**src/rtl/fios_res_collect.sv**
```systemverilog
// Collects s 17-bit Montgomery result words (LSW first) and performs the final
// conditional subtraction of p on the fly, presenting R mod p for R < 2p.
module fios_res_collect #(
  parameter int s = 8
) (
  input  logic              clock_i,
  input  logic              reset_i,
  input  logic              res_valid_i,
  input  logic [16:0]       res_i,
  input  logic [s*17-1:0]   p_i,
  output logic [s*17-1:0]   result_o,
  output logic              valid_o,
  input  logic              ready_i,
  output logic              busy_o,
  output logic              overflow_o
);

  localparam int CW = (s > 1) ? $clog2(s) : 1;

  typedef enum logic [1:0] {IDLE, COLLECT, HOLD} state_t;

  state_t            state;
  logic [CW-1:0]     cnt;
  logic [CW-1:0]     word_idx;
  logic              borrow;
  logic              b_in;
  logic              b_out;
  logic              accept;
  logic              transfer;
  logic              last_word;
  logic [16:0]       p_k;
  logic [16:0]       diff_k;
  logic [s*17-1:0]   raw_q;
  logic [s*17-1:0]   diff_q;
  logic [s*17-1:0]   raw_next;
  logic [s*17-1:0]   diff_next;

  // A word arriving in the transfer cycle of HOLD starts the next result.
  always_comb begin
    transfer  = (state == HOLD) && valid_o && ready_i;
    accept    = res_valid_i && ((state == IDLE) || (state == COLLECT) || transfer);
    word_idx  = (state == COLLECT) ? cnt : '0;
    b_in      = (state == COLLECT) && borrow;
    last_word = (word_idx == CW'(s - 1));
    p_k       = '0;
    raw_next  = raw_q;
    diff_next = diff_q;
    for (int k = 0; k < s; k++) begin
      if (accept && (CW'(k) == word_idx))
        p_k = p_i[k*17 +: 17];
    end
    {b_out, diff_k} = {1'b0, res_i} - {1'b0, p_k} - {17'b0, b_in};
    for (int k = 0; k < s; k++) begin
      if (CW'(k) == word_idx) begin
        raw_next[k*17 +: 17]  = res_i;
        diff_next[k*17 +: 17] = diff_k;
      end
    end
  end

  always_ff @(posedge clock_i or posedge reset_i) begin
    if (reset_i) begin
      state      <= IDLE;
      cnt        <= '0;
      borrow     <= 1'b0;
      raw_q      <= '0;
      diff_q     <= '0;
      result_o   <= '0;
      valid_o    <= 1'b0;
      busy_o     <= 1'b0;
      overflow_o <= 1'b0;
    end else begin
      if (accept) begin
        raw_q  <= raw_next;
        diff_q <= diff_next;
        borrow <= b_out;
        busy_o <= 1'b1;
        if (last_word) begin
          // Final borrow set means R < p, so the unsubtracted words are the answer.
          cnt      <= '0;
          state    <= HOLD;
          valid_o  <= 1'b1;
          result_o <= b_out ? raw_next : diff_next;
        end else begin
          cnt     <= word_idx + 1'b1;
          state   <= COLLECT;
          valid_o <= 1'b0;
        end
      end else if (transfer) begin
        state   <= IDLE;
        busy_o  <= 1'b0;
        valid_o <= 1'b0;
      end else if ((state == HOLD) && res_valid_i) begin
        overflow_o <= 1'b1;
      end
    end
  end

endmodule

```
**config.mk**
```make
export PLATFORM = sky130hd
export DESIGN_NAME = fios_res_collect
export DESIGN_NICKNAME = d
export VERILOG_FILES = /design/src/rtl/fios_res_collect.sv
export SDC_FILE = /design/constraint.sdc
export NUM_CORES = 1
export LEC_CHECK = 0
export ABC_AREA = 0
export CAP_MARGIN = 15
export CORE_ASPECT_RATIO = 1.1
export CORE_MARGIN = 10
export CORE_UTILIZATION = 55
export CTS_CLUSTER_DIAMETER = 50
export CTS_CLUSTER_SIZE = 16
export DETAILED_ROUTE_END_ITERATION = 6
export PLACE_DENSITY = 0.81
export SLEW_MARGIN = 20
export SYNTH_ARGS = -nofsm -noshare
export SYNTH_HDL_FRONTEND = slang
export SYNTH_SLANG_ARGS = --single-unit
```
**constraint.sdc**
```tcl
create_clock -name clock_i -period 16.84 [get_ports clock_i]
set_input_delay 3.368 -clock clock_i [delete_from_list [all_inputs] [get_ports clock_i]]
set_output_delay 3.368 -clock clock_i [all_outputs]
set_load 0.01 [all_outputs]
```
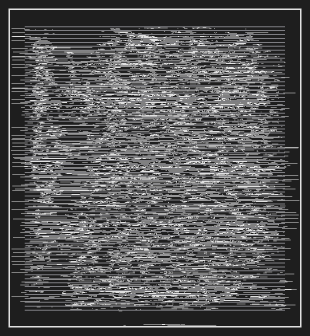
*Met1 routing, run 1*
Supply wires on this layer in grey.
- share of all routed wire: 35%
- wire length on this layer: 26.8 mm
- nets with wire on the layer: 2,380
- main direction: horizontal
- longest straight run: 52.9 um

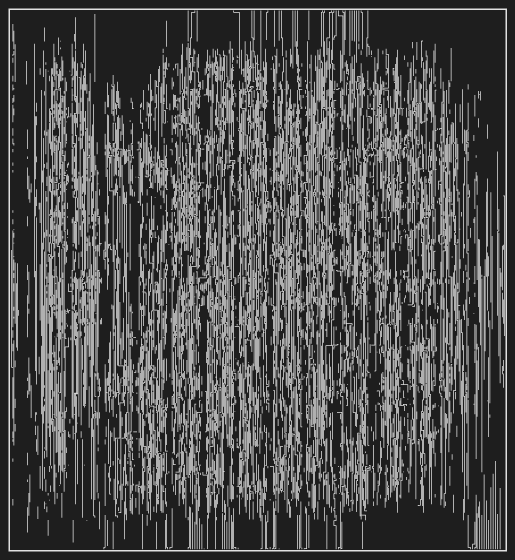
*Signal wires on met2, run 1*
- wire length on this layer: 35.7 mm
- nets with wire on the layer: 2,134

==> flow_summary.json, run 1 <==
{
  "outcome": "finished clean",
  "logic_family": "AND-OR/OR-AND gates",
  "path_cells": "clkdlybuf4s50_1 > nor2b_1 > o22ai_1 > nand2_4 > nor2_1 > a221oi_1 > o311a_1 > o22ai_1 > ha_1 > inv_1 > ha_1 > nor4b_1 > a221o_1 > o21ai_1 > a211oi_1 > or3_4 > buf_4 > mux2_4 > o221ai_1",
  "ys.flop_type": "dfrtp_1",
  "min_from": "result_o[2]",
  "dieArea_sq_mm": 0.0437,
  "vias_per_cell": 6.53,
  "core_sq_mm": 0.0352,
  "clkSlewWorstSetupHoldPaths_ps": 70,
  "critPathKind": "in -> reg",
  "worst_pin_slew_ps": 1190,
  "area_leaders": "dfrtp_1 49%, nand2_1 8.6%, o21ai_0 8.6%, mux2i_1 3.4%, clkbuf_1 3.0%",
  "vias": 18706,
  "max-cap-violations": 0,
  "ys_sh_adder": 0.0262,
  "grt_max_degree": 186,
  "place.gp.congestion": 0.964,
  "cp_top_family": "AND-OR/OR-AND gates",
  "post_drt_wl_per_cell_um": 26.9,
  "async_reset_ff_frac": 1.00,
  "final_cell_mix": "446 x nand2_1, 382 x dfrtp_1, 336 x o21ai_0",
  "cp_max_fo": 68,
  "fp_nets": 2369,
  "antenna_found_initial": 3,
  "postCtsResizedCells": 0,
  "setup_tns_ps": 0
}
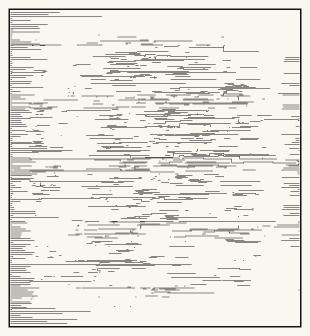
*The metal 3 layer, run 1*
- nets with wire on the layer: 478
- main direction: horizontal
- longest straight run: 83.0 um

==> run 1: cell type report <==
| type | count | area (sq um) | share of cell area |
|---|---|---|---|
| multi-input combinational | 1542 | 9200 | 0.383 |
| sequential | 382 | 9560 | 0.398 |
| clock inverter | 12 | 161 | 0.00672 |
| clock buffer | 44 | 950 | 0.0396 |
| inverter | 71 | 274 | 0.0114 |
| tap | 481 | 602 | 0.0251 |
| timing repair buffer | 334 | 3260 | 0.136 |
==> run 1: cells by family after synthesis <==
kind of cell    after synthesis
compound gates              767
xor+xnor                     18
fa+ha+maj                    40
buf+inv                     248
flops                       382
mux                          80
simple gates                637
==> run 1: stage by stage <==
stage,hold WS (ps),util,std cells
final,478,0.681,2866
after global routing,499,0.681,2866
after CTS,480,0.681,2866
after detailed placement,464,0.650,2810
after global placement,460,0.650,2809
after floorplan,442,-,2172
==> run 1: flip-flops by register name, indices dropped and copies added, names as in the netlist <==
name and cells:
diff_q 119, busy_o 1, cnt 3, borrow 1
valid_o 1, overflow_o 1, state 1, raw_q 119
result_o 136
==> run 1: metal layers <==
layer  track usage  vias to the layer above  wire length (um)
li1              -                     8136                 -
met1         0.389                     9047             26800
met2         0.562                     1269             35700
met3        0.0984                      248              8840
met4         0.230                        6              5740
met5             0                        -                40
==> run 1: worst reg2reg max path, delay by kind of cell (launching register included) <==
| family | cells | cell delay [ps] |
|---|---|---|
| fa+ha+maj | 3 | 990 |
| compound gates | 11 | 3270 |
| simple gates | 3 | 1020 |
| buf+inv | 4 | 1710 |
| mux | 1 | 540 |
| flops | 1 | 510 |
### Metal 4, run 1

The bar under the picture is 50 um long. Supply wires on this layer in grey. Cells faint in the background.
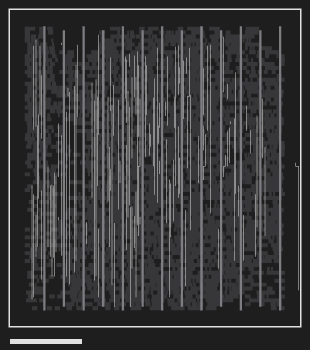

==> run 1 -> run 2 <==
--- a/config.mk
+++ b/config.mk
@@ -9,11 +9,11 @@
 export CAP_MARGIN = 15
 export CORE_ASPECT_RATIO = 1.1
 export CORE_MARGIN = 10
-export CORE_UTILIZATION = 55
+export CORE_UTILIZATION = 49
 export CTS_CLUSTER_DIAMETER = 50
 export CTS_CLUSTER_SIZE = 16
 export DETAILED_ROUTE_END_ITERATION = 6
-export PLACE_DENSITY = 0.81
+export PLACE_DENSITY = 0.76
 export SLEW_MARGIN = 20
 export SYNTH_ARGS = -nofsm -noshare
 export SYNTH_HDL_FRONTEND = slang
==> constraint.sdc (replaced) <==
create_clock -name clock_i -period 8.6 [get_ports clock_i]
set_input_delay 1.72 -clock clock_i [delete_from_list [all_inputs] [get_ports clock_i]]
set_output_delay 1.72 -clock clock_i [all_outputs]
set_load 0.01 [all_outputs]
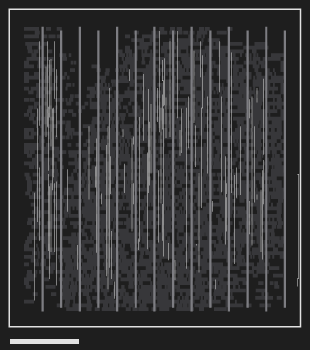
*Metal 4, run 2*
The bar under the picture is 50 um long. Supply wires on this layer in grey. Cells faint in the background.
- longest straight run: 131 um
- main direction: vertical
- nets with wire on the layer: 60
- wire length on this layer: 4,310 um

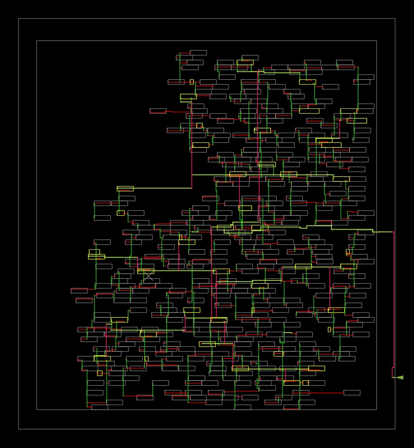
*Clock nets, run 2*
TritonCTS sink count: 382
CTS Buf Count: 31
skew final: 16.6 ps
registers: 382

==> flow_summary.json, run 2 <==
{
  "logic_gates": 1542,
  "worst_pin_slew_ps": 1070,
  "violations": "DRC",
  "dieArea_sq_mm": 0.0485,
  "top_regs": "result_o x136, diff_q x119, raw_q x119",
  "post-route-util": 0.612,
  "sh_comb_area": 0.382,
  "n_tap_cell": 507,
  "drc": 1,
  "cp_max_fo": 28,
  "largest_register_ffs": 136,
  "area_leaders": "dfrtp_1 49%, nand2_1 8.6%, o21ai_0 8.6%, mux2i_1 3.4%, clkbuf_1 3.0%",
  "n_all_inverters": 71,
  "outcome": "finished with violations",
  "post_drt_wl_per_cell_um": 25.6,
  "largest_cell_class": "flip-flops and latches",
  "clock_area_frac": 0.0406,
  "core_sq_mm": 0.0394
}
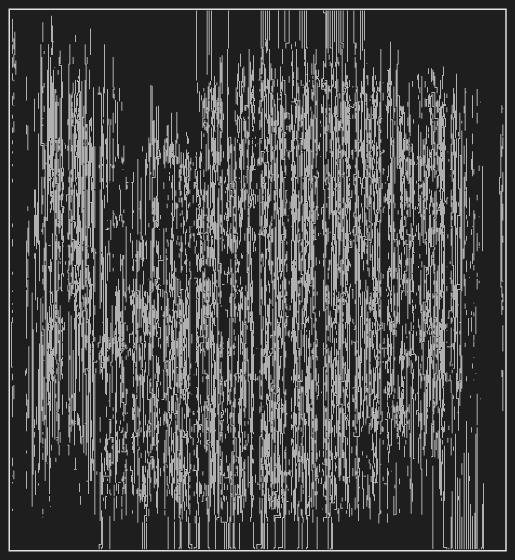
*Signal wires on met2, run 2*
- longest straight run: 91.1 um
- nets with wire on the layer: 2,123
- wire length on this layer: 34.6 mm

## run 2: kinds of logic after synthesis
kind of cell,Yosys count,synth area share
AND-OR/OR-AND,767,0.258
flip-flops,382,0.487
adder cells (fa/ha/maj),40,0.0262
buffers and inverters,248,0.0494
XOR/XNOR,18,0.00802
multiplexers,80,0.0422
AND/OR/NAND/NOR,637,0.130
## run 2: how the worst min path moves through the flow
stage	end	slack (ps)	cells after the start
6_report	result_o[122]	480	2
5_1_grt	raw_q[100]	500	2
4_1_cts	raw_q[118]	490	2
3_5_place_dp	raw_q[18]	470	2
3_3_place_gp	result_o[7]	460	2
2_1_floorplan	borrow	440	2
## run 2: worst max-delay path, stage by stage
cell             delay [ps]
clkdlybuf4s50_1         490
nand2b_1                150
a2111o_2                720
o221a_2                 350
a221oi_1                260
o21ai_0                 170
a22o_1                  220
fa_1                    510
ha_1                    180
nor2_1                   80
fa_1                    510
a21boi_0                310
o22ai_1                 230
a221oi_1                570
a41o_1                  310
xor2_1                  610
mux2i_1                 190
a31oi_1                 210
## run 2: per-stage QoR
step,setup WS (ps),instances,area (sq um),hold slack (ps)
6_report,1320,2906,24100,481
3_3_place_gp,924,2859,23100,460
5_1_grt,907,2906,24100,499
4_1_cts,1390,2906,24100,485
3_5_place_dp,813,2859,23100,469
2_1_floorplan,1750,2172,19700,442
## run 2: metal layers
layer  wire length (um)  global-route usage  part of all wire
met3               7770              0.0829              0.10
met4               4310               0.158             0.058
met1              27600               0.361              0.37
met2              34600               0.483              0.47
met5                 29                   0           0.00039
